[config.mk]
export PLATFORM = sky130hd
export DESIGN_NAME = fei4_rx_word_formatter_flat
export DESIGN_NICKNAME = d
export VERILOG_FILES = /design/src/rtl/fei4_rx_word_formatter_pkg.sv /design/src/rtl/fei4_rx_word_formatter_if.sv /design/src/rtl/fei4_rx_word_formatter_rst_sync.sv /design/src/rtl/fei4_rx_word_formatter.sv /design/src/flat_wrapper.sv
export SDC_FILE = /design/constraint.sdc
export NUM_CORES = 1
export LEC_CHECK = 0
export ABC_AREA = 1
export ABC_CLOCK_PERIOD_IN_PS = 4100
export CELL_PAD_IN_SITES_DETAIL_PLACEMENT = 1
export CELL_PAD_IN_SITES_GLOBAL_PLACEMENT = 1
export CORE_ASPECT_RATIO = 1.4
export CORE_MARGIN = 2
export CORE_UTILIZATION = 35
export DETAILED_ROUTE_END_ITERATION = 10
export PLACE_DENSITY = 0.84
export SETUP_SLACK_MARGIN = 0.3
export SLEW_MARGIN = 0
export SYNTH_ARGS = -nofsm -noshare
export SYNTH_HDL_FRONTEND = slang
export SYNTH_SLANG_ARGS = --single-unit
[constraint.sdc]
create_clock -name BUS_CLK -period 4.1 [get_ports BUS_CLK]
set_input_delay 0.82 -clock BUS_CLK [delete_from_list [all_inputs] [get_ports BUS_CLK]]
set_output_delay 0.82 -clock BUS_CLK [all_outputs]
set_load 0.005 [all_outputs]
[src/rtl/fei4_rx_word_formatter_pkg.sv]
// Shared definitions for the FE-I4 receiver readout path.
// Holds the record-type codes, the field offsets of the 32-bit readout word,
// the output-register state type and helpers that assemble readout words.
package fei4_rx_pkg;

   localparam int REC_W    = 24;
   localparam int WORD_W   = 32;
   localparam int TYPE_LSB = 24;
   localparam int ID_LSB   = 28;

   localparam logic [3:0] TYPE_DATA   = 4'h0;
   localparam logic [3:0] TYPE_DH     = 4'h1;
   localparam logic [3:0] TYPE_STATUS = 4'hF;

   typedef enum logic {
      ST_EMPTY = 1'b0,
      ST_FULL  = 1'b1
   } oreg_state_t;

   function automatic logic [WORD_W-1:0] make_data_word(
      input logic [3:0]       id,
      input logic             is_dh,
      input logic [REC_W-1:0] rec
   );
      logic [WORD_W-1:0] w;
      w                  = '0;
      w[ID_LSB +: 4]     = id;
      w[TYPE_LSB +: 4]   = is_dh ? TYPE_DH : TYPE_DATA;
      w[REC_W-1:0]       = rec;
      return w;
   endfunction

   function automatic logic [WORD_W-1:0] make_status_word(
      input logic [3:0] id,
      input logic [7:0] lost_cnt
   );
      logic [WORD_W-1:0] w;
      w                  = '0;
      w[ID_LSB +: 4]     = id;
      w[TYPE_LSB +: 4]   = TYPE_STATUS;
      w[7:0]             = lost_cnt;
      return w;
   endfunction

endpackage

[src/rtl/fei4_rx_word_formatter_if.sv]
// FIFO-style handshake bundle: first-word-fall-through data with an empty
// flag and a pop strobe.
//   DATA  : word at the head of the FIFO, valid while EMPTY=0
//   EMPTY : no word available
//   READ  : pop strobe from the consumer
// master = the side that holds the data, slave = the side that pops it.
interface fei4_rx_word_formatter_if #(
   parameter int DW = 32
) ();
   logic [DW-1:0] DATA;
   logic          EMPTY;
   logic          READ;

   modport master (output DATA, output EMPTY, input READ);
   modport slave  (input DATA, input EMPTY, output READ);
endinterface

[src/rtl/fei4_rx_word_formatter_rst_sync.sv]
// Reset synchronizer cell: asserts asynchronously, releases after two
// clock edges so that downstream flops leave reset cleanly.
//   clk        : destination clock
//   rst_n_in   : raw active-low reset
//   rst_n_out  : synchronized active-low reset
module fei4_rx_word_formatter_rst_sync (
   input  logic clk,
   input  logic rst_n_in,
   output logic rst_n_out
);
   logic [1:0] sync_q;

   always_ff @(posedge clk or negedge rst_n_in) begin
      if (!rst_n_in) begin
         sync_q <= 2'b00;
      end else begin
         sync_q <= {sync_q[0], 1'b1};
      end
   end

   assign rst_n_out = sync_q[1];
endmodule

[src/rtl/fei4_rx_word_formatter.sv]
// FE-I4 receiver output stage. Pops 24-bit records from the receiver FIFO,
// tags them with channel ID and record type, and presents them as 32-bit
// readout words through a one-entry output register. A status word carrying
// the receiver lost-word counter is inserted ahead of the next data word
// whenever that counter changes.
//   BUS_CLK      : clock
//   BUS_RST_N    : asynchronous active-low reset (release synchronized)
//   ENABLE       : allows popping new records; the output still drains when low
//   LOST_ERR_CNT : receiver lost-word counter
//   RX           : receiver record FIFO (24-bit, consumed here)
//   FIFO         : readout word output (32-bit, popped by the arbiter)
//   FRAME_CNT    : data headers loaded, saturating
//   WORD_CNT     : data words popped downstream, wrapping
//
// state    | meaning
// ST_EMPTY | output register holds no valid word (FIFO.EMPTY=1)
// ST_FULL  | output register holds a word waiting for FIFO.READ
module fei4_rx_word_formatter
   import fei4_rx_pkg::*;
#(
   parameter logic [3:0] IDENTIFIER = 4'b0000,
   parameter logic [7:0] DH_BYTE    = 8'hE9
) (
   input  logic                      BUS_CLK,
   input  logic                      BUS_RST_N,
   input  logic                      ENABLE,
   input  logic [7:0]                LOST_ERR_CNT,
   fei4_rx_word_formatter_if.slave   RX,
   fei4_rx_word_formatter_if.master  FIFO,
   output logic [15:0]               FRAME_CNT,
   output logic [31:0]               WORD_CNT
);

   logic              rst_n_sync;
   oreg_state_t       state_q, state_d;
   logic [WORD_W-1:0] oreg_q;
   logic              oreg_is_data_q;
   logic [7:0]        last_lost_q;
   logic [15:0]       frame_cnt_q;
   logic [31:0]       word_cnt_q;

   logic              slot_free;
   logic              status_pend;
   logic              rec_is_dh;
   logic              load_status;
   logic              load_data;

   fei4_rx_word_formatter_rst_sync u_rst_sync (
      .clk       (BUS_CLK),
      .rst_n_in  (BUS_RST_N),
      .rst_n_out (rst_n_sync)
   );

   assign rec_is_dh = (RX.DATA[23:16] == DH_BYTE);

   always_ff @(posedge BUS_CLK or negedge rst_n_sync) begin
      if (!rst_n_sync) begin
         state_q <= ST_EMPTY;
      end else begin
         state_q <= state_d;
      end
   end

   // A pending status word always wins the free slot so that the loss report
   // precedes any data popped after the counter moved.
   always_comb begin
      state_d     = state_q;
      load_status = 1'b0;
      load_data   = 1'b0;
      slot_free   = (state_q == ST_EMPTY) || FIFO.READ;
      status_pend = (LOST_ERR_CNT != last_lost_q);
      if (rst_n_sync && slot_free) begin
         if (status_pend) begin
            load_status = 1'b1;
            state_d     = ST_FULL;
         end else if (ENABLE && !RX.EMPTY) begin
            load_data = 1'b1;
            state_d   = ST_FULL;
         end else begin
            state_d = ST_EMPTY;
         end
      end
   end

   always_ff @(posedge BUS_CLK or negedge rst_n_sync) begin
      if (!rst_n_sync) begin
         oreg_q         <= '0;
         oreg_is_data_q <= 1'b0;
         last_lost_q    <= 8'h00;
         frame_cnt_q    <= 16'h0000;
      end else if (load_status) begin
         // Sampling the counter at load time collapses several changes into
         // one status word carrying the latest value.
         oreg_q         <= make_status_word(IDENTIFIER, LOST_ERR_CNT);
         oreg_is_data_q <= 1'b0;
         last_lost_q    <= LOST_ERR_CNT;
      end else if (load_data) begin
         oreg_q         <= make_data_word(IDENTIFIER, rec_is_dh, RX.DATA);
         oreg_is_data_q <= 1'b1;
         if (rec_is_dh && (frame_cnt_q != 16'hFFFF)) begin
            frame_cnt_q <= frame_cnt_q + 16'd1;
         end
      end
   end

   always_ff @(posedge BUS_CLK or negedge rst_n_sync) begin
      if (!rst_n_sync) begin
         word_cnt_q <= 32'h0;
      end else if ((state_q == ST_FULL) && FIFO.READ && oreg_is_data_q) begin
         word_cnt_q <= word_cnt_q + 32'd1;
      end
   end

   assign RX.READ    = load_data;
   assign FIFO.DATA  = oreg_q;
   assign FIFO.EMPTY = (state_q == ST_EMPTY);
   assign FRAME_CNT  = frame_cnt_q;
   assign WORD_CNT   = word_cnt_q;

endmodule

[src/flat_wrapper.sv]
// flat-port wrapper written by rule: the top's interface ports become plain ports
module fei4_rx_word_formatter_flat import fei4_rx_pkg::*;
#(
   parameter logic [3:0] IDENTIFIER = 4'b0000,
   parameter logic [7:0] DH_BYTE    = 8'hE9
)
  (BUS_CLK, BUS_RST_N, ENABLE, LOST_ERR_CNT, FRAME_CNT, WORD_CNT, RX_DATA, RX_EMPTY, RX_READ, FIFO_DATA, FIFO_EMPTY, FIFO_READ);
  fei4_rx_word_formatter_if #(.DW(24)) RX_i ();
  fei4_rx_word_formatter_if #(.DW(32)) FIFO_i ();
  input  logic BUS_CLK;
  input  logic BUS_RST_N;
  input  logic ENABLE;
  input  logic [7:0] LOST_ERR_CNT;
  output logic [15:0] FRAME_CNT;
  output logic [31:0] WORD_CNT;
  input wire logic [$bits(RX_i.DATA)-1:0] RX_DATA;
  input wire logic [$bits(RX_i.EMPTY)-1:0] RX_EMPTY;
  output wire logic [$bits(RX_i.READ)-1:0] RX_READ;
  output wire logic [$bits(FIFO_i.DATA)-1:0] FIFO_DATA;
  output wire logic [$bits(FIFO_i.EMPTY)-1:0] FIFO_EMPTY;
  input wire logic [$bits(FIFO_i.READ)-1:0] FIFO_READ;
  assign RX_i.DATA = RX_DATA;
  assign RX_i.EMPTY = RX_EMPTY;
  assign RX_READ = RX_i.READ;
  assign FIFO_DATA = FIFO_i.DATA;
  assign FIFO_EMPTY = FIFO_i.EMPTY;
  assign FIFO_i.READ = FIFO_READ;
  fei4_rx_word_formatter #(.IDENTIFIER(IDENTIFIER), .DH_BYTE(DH_BYTE)) u_core (.BUS_CLK(BUS_CLK), .BUS_RST_N(BUS_RST_N), .ENABLE(ENABLE), .LOST_ERR_CNT(LOST_ERR_CNT), .RX(RX_i), .FIFO(FIFO_i), .FRAME_CNT(FRAME_CNT), .WORD_CNT(WORD_CNT));
endmodule
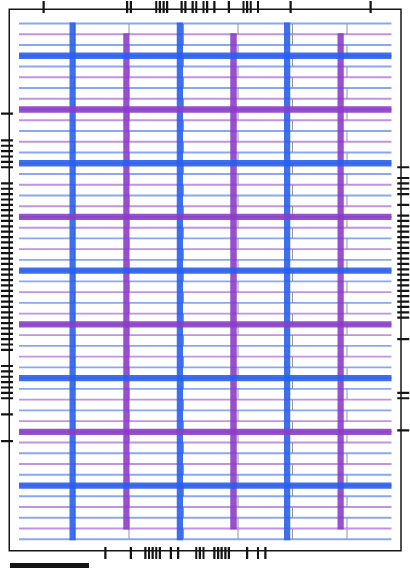
**Above:** floorplan with the power grid.
Bar = 20 um. Pins as bars on the die edge. Tap cells in gray.
color	net
blue	VSS
purple	VDD
met1 rails	49
rows	48
met4 straps	6
core area: 12300 um^2
Max VDD drop: 0.177 mV

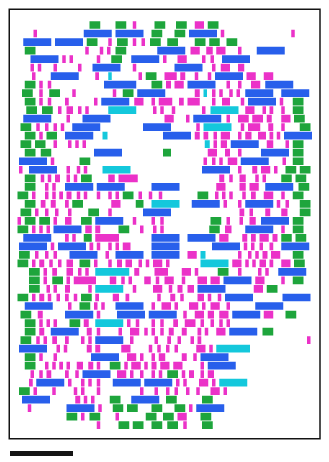
**Above:** cell classes on the final placement.
Bar = 20 um.
color	class	cells
blue	flops	86
cyan	clock drivers and dummy loads	16
green	other buffers and delay cells	117
magenta	all other logic	439
Post-Layout Inst Area: 5970 um^2
flop share of the area: 36.1%
Row Count: 48
Final Util: 48.5%

==> impl_metrics.json <==
{
  "fin_skew_ns": 0.00935,
  "cp.arrival_ns": 2.63,
  "ctsHtreeMaxLevel": 3,
  "netSwitchingFraction_pct": 25.1,
  "ys_cells": 535,
  "ys_sh_mux_pct": 0,
  "grt_pass1_vias": 4183,
  "cap_violations": 0,
  "cts.path.max_buffers": 2,
  "crit_fanout": 3,
  "gp_congestion": 0.851,
  "cts_tree": "done",
  "relSlewSlack_pct": 52.5,
  "synth_cells": 535,
  "synthSimpleGateAreaFrac_pct": 30.4,
  "grt_overflow": 0,
  "drv_slew": 0,
  "clock-sinks": 86,
  "die_x_um": 98.8,
  "lay_top_cells": "187 x nand2_1, 114 x clkdlybuf4s50_1, 85 x dfrtp_1",
  "fillers": 1467,
  "grt_max_degree": 46,
  "post_cts_buffers": 0,
  "cts_hold_buf": 0,
  "clock-root-buffer": "clkbuf_16",
  "synth_area_um2": 4400,
  "nets": 692,
  "power_density_nw_per_um2": 354,
  "cts_buffers": 9,
  "cp.required_ns": 3.28,
  "async_flop_share_pct": 100,
  "ys_sh_xor_pct": 7.76,
  "synth-edff-count": 0,
  "ys_sh_adder_pct": 0.568,
  "hold_violations": 0,
  "cp-end-kind": "primary output",
  "ys_types": 31,
  "synth_flops": 86,
  "port_buffers": 114,
  "fp.dieH_um": 137,
  "fp_util_pct": 35.8,
  "ys_area_um2": 4400,
  "antenna_left": 0,
  "clkPwrFrac_pct": 41.2,
  "vias_per_cell": 4.75,
  "synth-main-ff-cell": "dfrtp_1",
  "die-area_um2": 13500,
  "grt_setup_unrepaired": "false",
  "routedWlPerCell_um": 15.3,
  "antenna_found_initial": 0,
  "clk_latency_ns": 0.34,
  "max_freq_ghz": 0.290,
  "diodes": 0,
  "path_class": "input pin to primary output",
  "ys_seq_share_pct": 48.9,
  "pwr-share-comb_pct": 13.8,
  "cell_internal_pwr_mw": 1.58,
  "hp-class": "flip-flop to flip-flop",
  "power_mw": 2.12,
  "syn_area_per_cell_um2": 8.23,
  "warning_count": 26,
  "p_sw_mw": 0.532,
  "num_io_pins": 119,
  "place_area_um2": 5660,
  "setup_viol": 0,
  "post_cts_resized": 0,
  "synth-warning-count": 0,
  "first_pass_iters": 4,
  "cts.clk_slew.worst_paths_ns": 0.07,
  "mostFrequentLayoutCell": "nand2_1",
  "drive_above_1_share_pct": 9.42,
  "tightest_slew_ns": 0.712,
  "track_usage_pct": 19.0,
  "vias": 3839,
  "tns_ns": 0,
  "drc": 0,
  "period_used_pct": 84.2,
  "wl_mm": 12.4,
  "worstSetupStartpointType": "input pin",
  "area_delta_synth_final_pct": 35.6,
  "dp_hpwl_mm": 9.41,
  "p_seq_share_pct": 45.0,
  "total_leakage_power_nw": 2.77,
  "status": "complete, no violations",
  "hold_ws_ns": 0.363,
  "drtIter0Drc": 109,
  "synthAoiAreaFrac_pct": 3.92,
  "grt_pass1_wl_mm": 20.6,
  "logic_family": "simple AND/OR/NAND/NOR gates",
  "period_needed_ns": 3.45
}
==> layer usage <==
layer	vias to the layer above	share of wire [%]	wire, um	track usage (%)
met3	19	5.6	688	5.52
met4	0	1.6	203	5.40
met5	-	0	0	0
li1	1873	-	-	-
met1	1850	39	4830	20.5
met2	97	54	6650	35.8
==> kinds of logic after synthesis <==
family                     Yosys count
and+or+nand+nor                    300
adders and majority gates            2
buffers and inverters               82
AOI/OAI and AO/OA                   24
other                                2
xor gates and xnor gates            39
DFF                                 86
==> final timing paths <==
| path | startpoint | endpoint | slack, ns | cells after the start |
|---|---|---|---|---|
| worst min-delay path | u_core.u_rst_sync.sync_q[0] | u_core.u_rst_sync.sync_q[1] | 0.36 | 0 |
| worst max register to register | u_core.FRAME_CNT[0] | u_core.FRAME_CNT[5] | 1.96 | 9 |
| min in group asynchronous | u_core.u_rst_sync.sync_q[1] | u_core.WORD_CNT[14] | 0.43 | 1 |
| worst min register to register | u_core.u_rst_sync.sync_q[0] | u_core.u_rst_sync.sync_q[1] | 0.36 | 0 |
| max in group asynchronous | u_core.u_rst_sync.sync_q[1] | u_core.FRAME_CNT[11] | 2.67 | 2 |
| worst max-delay path | LOST_ERR_CNT[7] | RX_READ | 0.65 | 10 |
==> state kept, by name, summed over array words and instances, names as in the netlist <==
| signal | count |
|---|---|
| u_core.WORD_CNT | 32 |
| u_core.last_lost_q | 8 |
| u_core.oreg_is_data_q | 1 |
| u_core.u_rst_sync.sync_q | 2 |
| u_core.FRAME_CNT | 16 |
| u_core.state_q | 1 |
| u_core.FIFO.DATA | 26 |
==> final cells by class <==
cell class	instances	area [um^2]	share of cell area, %
clock buffer	11	233	3.90
tap	150	188	3.14
clock inverter	5	75.1	1.26
sequential	86	2160	36.1
inverter	69	260	4.36
multi-input combinational	370	1900	31.8
timing repair buffer	117	1160	19.5
==> per-stage QoR <==
step | worst slack [ns] | instances
after floorplan | 0.304 | 538
after global placement | 0.637 | 792
after detailed placement | 0.627 | 792
after CTS | 0.598 | 808
after global routing | 0.503 | 808
final | 0.649 | 808
==> worst max-delay path, cell delays in order <==
cell and delay [ns]:
clkdlybuf4s50_1 0.51, inv_1 0.06, nand2_1 0.05, nand2_1 0.04, nor2_1 0.13, nand2_2 0.13
inv_2 0.07, nand2_1 0.07, nor2_1 0.20, clkdlybuf4s50_1 0.55
==> power groups by stage <==
stage	sequential (mW)	clock [mW]	combinational, mW
final	0.952	0.873	0.291
after global routing	0.960	0.925	0.326
after CTS	0.953	0.899	0.298
after detailed placement	0.967	0	0.294
after global placement	0.964	0	0.284
after floorplan	0.972	0	0.128
==> cells in the mapped netlist (4+ instances only) <==
cell type  instances  area, um^2
inv_1             62         233
nor2_2             9        56.3
inv_2              5        18.8
nand2_1          187         702
nor2_1            38         143
nand4_1            8        50.1
o21ai_1            9        45.0
xnor2_1           20         175
buf_4              6        45.0
nor3_1             7        35.0
nand3_1           29         145
buf_6              4        45.0
xor2_1            19         166
dfrtp_1           86        2150
o21ai_2           14         123
nand2_2            6        37.5
No activity file was given, so power comes from the tool's default toggle rates.
